File: config.mk
export PLATFORM = sky130hd
export DESIGN_NAME = ldm_stm_seq
export DESIGN_NICKNAME = d
export VERILOG_FILES = /design/src/rtl/ldm_stm_seq.sv
export SDC_FILE = /design/constraint.sdc
export NUM_CORES = 1
export LEC_CHECK = 0
export CORE_MARGIN = 2
export CORE_UTILIZATION = 59
export CTS_CLUSTER_DIAMETER = 100
export DETAILED_ROUTE_END_ITERATION = 6
export DONT_BUFFER_PORTS = 1
export PLACE_DENSITY = 0.86
export SLEW_MARGIN = 20
export SYNTH_ARGS = -nofsm -noshare
export SYNTH_HDL_FRONTEND = slang
export SYNTH_SLANG_ARGS = --single-unit
File: constraint.sdc
create_clock -name clk -period 5.7 [get_ports clk]
set_clock_uncertainty 0.1 [all_clocks]
set_input_delay 0.855 -clock clk [delete_from_list [all_inputs] [get_ports clk]]
set_output_delay 0.855 -clock clk [all_outputs]
set_load 0.01 [all_outputs]
File: src/rtl/ldm_stm_seq.sv
// ldm_stm_seq: multi-register transfer sequencer for LDM/STM.
// Walks a latched register list lowest-index-first, issuing one word
// access per listed register, then optionally writes back the updated base.
//
// Build option: define LDM_STM_WRITEBACK_EN to honour W and include the
// base writeback (WB) state. Without it W is ignored, wb_sel/wb_data are
// tied low and write_reg only fires on LDM data beats.
//
// state | meaning
// ------+--------------------------------------------------------------
// IDLE  | waiting for start; operands latched on the start cycle
// SETUP | count list, form start address and new base, pick first reg
// XFER  | one memory beat per listed register, advances on mem_ready
// WB    | write updated base into rn (skipped if rn was loaded)
// DONE  | one-cycle completion pulse back to the main FSM

module ldm_stm_seq #(
  parameter  int NREG = 16,
  parameter  int AW   = 32,
  localparam int RW   = $clog2(NREG)
) (
  input  logic            clk,
  input  logic            rst,
  input  logic            start,
  input  logic            load,
  input  logic            P,
  input  logic            U,
  input  logic            W,
  input  logic [NREG-1:0] reg_list,
  input  logic [RW-1:0]   rn,
  input  logic [AW-1:0]   base,
  input  logic            mem_ready,
  output logic            busy,
  output logic            done,
  output logic            mem_req,
  output logic            mem_we,
  output logic [AW-1:0]   mem_addr,
  output logic [RW-1:0]   reg_idx,
  output logic            write_reg,
  output logic            wb_sel,
  output logic [AW-1:0]   wb_data
);

  localparam logic [AW-1:0] STRIDE = AW'(4);

  typedef enum logic [2:0] {
    S_IDLE,
    S_SETUP,
    S_XFER,
    S_WB,
    S_DONE
  } state_t;

  // Number of set bits in a register list, already widened to address width.
  function automatic logic [AW-1:0] f_popcount(input logic [NREG-1:0] v);
    logic [AW-1:0] c;
    c = '0;
    for (int i = 0; i < NREG; i++) begin
      c = c + AW'(v[i]);
    end
    return c;
  endfunction

  // Index of the lowest set bit; zero for an empty list.
  function automatic logic [RW-1:0] f_lowest(input logic [NREG-1:0] v);
    logic [RW-1:0] r;
    r = '0;
    for (int i = NREG - 1; i >= 0; i--) begin
      if (v[i]) begin
        r = RW'(i);
      end
    end
    return r;
  endfunction

  state_t          r_state;
  logic            r_load;
  logic            r_p;
  logic            r_u;
  logic            r_w;
  logic [NREG-1:0] r_list;
  logic [RW-1:0]   r_rn;
  logic [AW-1:0]   r_base;
  logic            r_wb_go;
  logic            r_busy;
  logic            r_done;
  logic            r_mem_req;
  logic            r_mem_we;
  logic [AW-1:0]   r_mem_addr;
  logic [RW-1:0]   r_reg_idx;
  logic            r_wr_wb;
  logic            r_wb_sel;
`ifdef LDM_STM_WRITEBACK_EN
  logic [AW-1:0]   r_wb_data;
`endif

  logic            w_w_eff;
  logic            w_wb_go;
  logic [AW-1:0]   w_four_n;
  logic [AW-1:0]   w_start_addr;
  logic [AW-1:0]   w_new_base;
  logic [RW-1:0]   w_first_idx;
  logic            w_list_empty;
  logic [NREG-1:0] w_list_rest;
  logic [RW-1:0]   w_next_idx;
  logic            w_last;

`ifdef LDM_STM_WRITEBACK_EN
  assign w_w_eff = W;
`else
  // Writeback compiled out: W has no effect, so the WB state is unreachable.
  logic w_unused;
  assign w_w_eff  = 1'b0;
  assign w_unused = ^{W, r_wb_sel, w_new_base};
`endif

  // When rn is in an LDM list the loaded word is the final value of rn.
  assign w_wb_go = r_w & ~(r_load & r_list[r_rn]);

  assign w_four_n     = f_popcount(r_list) << 2;
  assign w_new_base   = r_u ? (r_base + w_four_n) : (r_base - w_four_n);
  assign w_first_idx  = f_lowest(r_list);
  assign w_list_empty = (r_list == '0);

  // Lowest address of the block in every mode; beats always ascend by 4.
  always_comb begin
    w_start_addr = r_base;
    case ({r_p, r_u})
      2'b01:   w_start_addr = r_base;
      2'b11:   w_start_addr = r_base + STRIDE;
      2'b00:   w_start_addr = r_base - w_four_n + STRIDE;
      default: w_start_addr = r_base - w_four_n;
    endcase
  end

  assign w_list_rest = r_list & ~(NREG'(1) << r_reg_idx);
  assign w_next_idx  = f_lowest(w_list_rest);
  assign w_last      = (w_list_rest == '0);

  // Sequencer FSM with registered outputs.
  always_ff @(posedge clk) begin
    if (rst) begin
      r_state    <= S_IDLE;
      r_load     <= 1'b0;
      r_p        <= 1'b0;
      r_u        <= 1'b0;
      r_w        <= 1'b0;
      r_list     <= '0;
      r_rn       <= '0;
      r_base     <= '0;
      r_wb_go    <= 1'b0;
      r_busy     <= 1'b0;
      r_done     <= 1'b0;
      r_mem_req  <= 1'b0;
      r_mem_we   <= 1'b0;
      r_mem_addr <= '0;
      r_reg_idx  <= '0;
      r_wr_wb    <= 1'b0;
      r_wb_sel   <= 1'b0;
`ifdef LDM_STM_WRITEBACK_EN
      r_wb_data  <= '0;
`endif
    end else begin
      case (r_state)
        S_IDLE: begin
          if (start) begin
            r_state <= S_SETUP;
            r_busy  <= 1'b1;
            r_load  <= load;
            r_p     <= P;
            r_u     <= U;
            r_w     <= w_w_eff;
            r_list  <= reg_list;
            r_rn    <= rn;
            r_base  <= base;
          end
        end

        S_SETUP: begin
          r_wb_go <= w_wb_go;
`ifdef LDM_STM_WRITEBACK_EN
          r_wb_data <= w_new_base;
`endif
          if (w_list_empty) begin
            if (w_wb_go) begin
              r_state   <= S_WB;
              r_wr_wb   <= 1'b1;
              r_wb_sel  <= 1'b1;
              r_reg_idx <= r_rn;
            end else begin
              r_state <= S_DONE;
              r_done  <= 1'b1;
            end
          end else begin
            r_state    <= S_XFER;
            r_mem_req  <= 1'b1;
            r_mem_we   <= ~r_load;
            r_mem_addr <= w_start_addr;
            r_reg_idx  <= w_first_idx;
          end
        end

        S_XFER: begin
          // Without mem_ready the beat, address and index simply hold.
          if (mem_ready) begin
            r_list     <= w_list_rest;
            r_mem_addr <= r_mem_addr + STRIDE;
            if (w_last) begin
              r_mem_req <= 1'b0;
              r_mem_we  <= 1'b0;
              if (r_wb_go) begin
                r_state   <= S_WB;
                r_wr_wb   <= 1'b1;
                r_wb_sel  <= 1'b1;
                r_reg_idx <= r_rn;
              end else begin
                r_state <= S_DONE;
                r_done  <= 1'b1;
              end
            end else begin
              r_reg_idx <= w_next_idx;
            end
          end
        end

        S_WB: begin
          r_state  <= S_DONE;
          r_wr_wb  <= 1'b0;
          r_wb_sel <= 1'b0;
          r_done   <= 1'b1;
        end

        S_DONE: begin
          r_state <= S_IDLE;
          r_done  <= 1'b0;
          r_busy  <= 1'b0;
        end

        default: begin
          r_state <= S_IDLE;
        end
      endcase
    end
  end

  assign busy     = r_busy;
  assign done     = r_done;
  assign mem_req  = r_mem_req;
  assign mem_we   = r_mem_we;
  assign mem_addr = r_mem_addr;
  assign reg_idx  = r_reg_idx;

  // LDM data writes follow mem_ready in the same cycle; a beat caught by
  // reset is dropped rather than committed to the register file.
  assign write_reg = ~rst & (r_wr_wb | (r_mem_req & r_load & mem_ready));

`ifdef LDM_STM_WRITEBACK_EN
  assign wb_sel  = r_wb_sel;
  assign wb_data = r_wb_data;
`else
  assign wb_sel  = 1'b0;
  assign wb_data = '0;
`endif

endmodule

==> impl_metrics.tcl <==
# collected from the flow reports
set metrics [dict create \
    detail_route.vias_per_cell 6.88 \
    p_sw_w 0.00232 \
    report.final.setup_viol 25 \
    final_critical_path_setup_slack_ns -0.590 \
    power_frac_comb 0.698 \
    powerComb_w 0.00347 \
    core-area_um2 13700 \
    slew_of_the_pin_with_the_lowest_slew_margin_ns 0.989 \
    reg_to_reg_endpoint "mem_addr[27]" \
    postRouteAntennaNets 0 \
    grtUsageTotal 0.361 \
    post-place-ws_ns -0.451 \
    layout-area-overhead-vs-synth_pct 21.0 \
    edf_count 0 \
    finalCoreUtilization 0.721 \
    final-comb-area_um2 6310 \
    power.switching_fraction 0.467 \
    mostFrequentLayoutCells "nand2_1, buf_4, a21oi_1" \
    ff_type "dfxtp_1" \
    most_common_cell "nand2_1" \
    power.ir.vdd_worst_uv 322 \
    post-cts-setup-buffer-count 24 \
    rr_startpoint "r_list[15]" \
    design_power_total_w 0.00497 \
    placedInstanceArea_um2 8750 \
    violations "setup timing" \
    numSynthFlops 94 \
    aoi_share 0.259 \
    sequential_cell_total 94 \
    fa_ha_area_frac 0.0514 \
    num_io_pins 134 \
    global_route_wire_length_before_repair_um 42500 \
    criticalPathCategory "reg2reg" \
    yosys-dominant-comb-family "simple AND/OR/NAND/NOR gates" \
    synth.yosys.chip_area_um2 8180 \
    p_int_w 0.00265 \
    hp-start "r_base[0]" \
    worst_hold_path.endpoint "mem_addr[0]" \
    outcome "complete, but fails checks" \
    final-hold-violation-count 0 \
    post_synth_and_or_nand_nor_area_fraction 0.290 \
]
==> worst max-delay path: cells and delay by family, from the launching register on <==
kind,cells,cell delay (ns)
adders and majority gates,7,2.81
and+or+nand+nor,7,1.77
buffers and inverters,5,0.60
AOI/OAI and AO/OA,2,0.43
DFF,1,0.34
xor gates and xnor gates,1,0.14
==> routing by layer <==
layer | routed length (um) | vias to the layer above
met3 | 3360 | 240
met1 | 10900 | 4421
met5 | 0 | -
met4 | 2180 | 0
met2 | 13500 | 790
li1 | - | 4247
==> state kept, by name (all words and copies together) (netlist names), 3 cells and up <==
name      count
r_state       3
reg_idx       4
mem_addr     32
r_base       32
r_list       16
Fig. 1: cell density map
The die is cut into 12 by 12 equal tiles; white is low, dark blue is high, 0 to 100% covered.
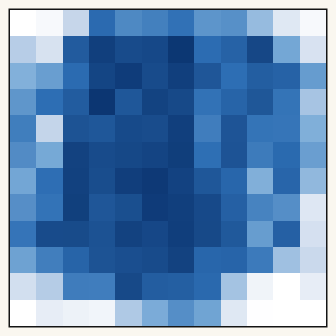
fullest tile: 98%
tiles over 75% full: 50%
emptiest ninth of the die: south-east

Fig. 2: pin map
Pins as bars across the die edge, other pins in grey.
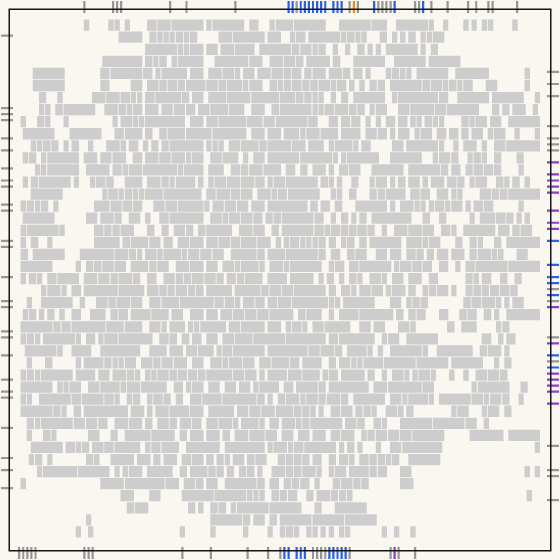
[mem_addr] blue | pins: 32 | direction: output | edge: 15 north, 10 south, 7 east
[rst] orange | pins: 1 | direction: input | edge: north
[reg_list] purple | pins: 16 | direction: input | edge: 15 east, 1 south
all pins by edge: 39 north, 37 east, 32 south, 26 west

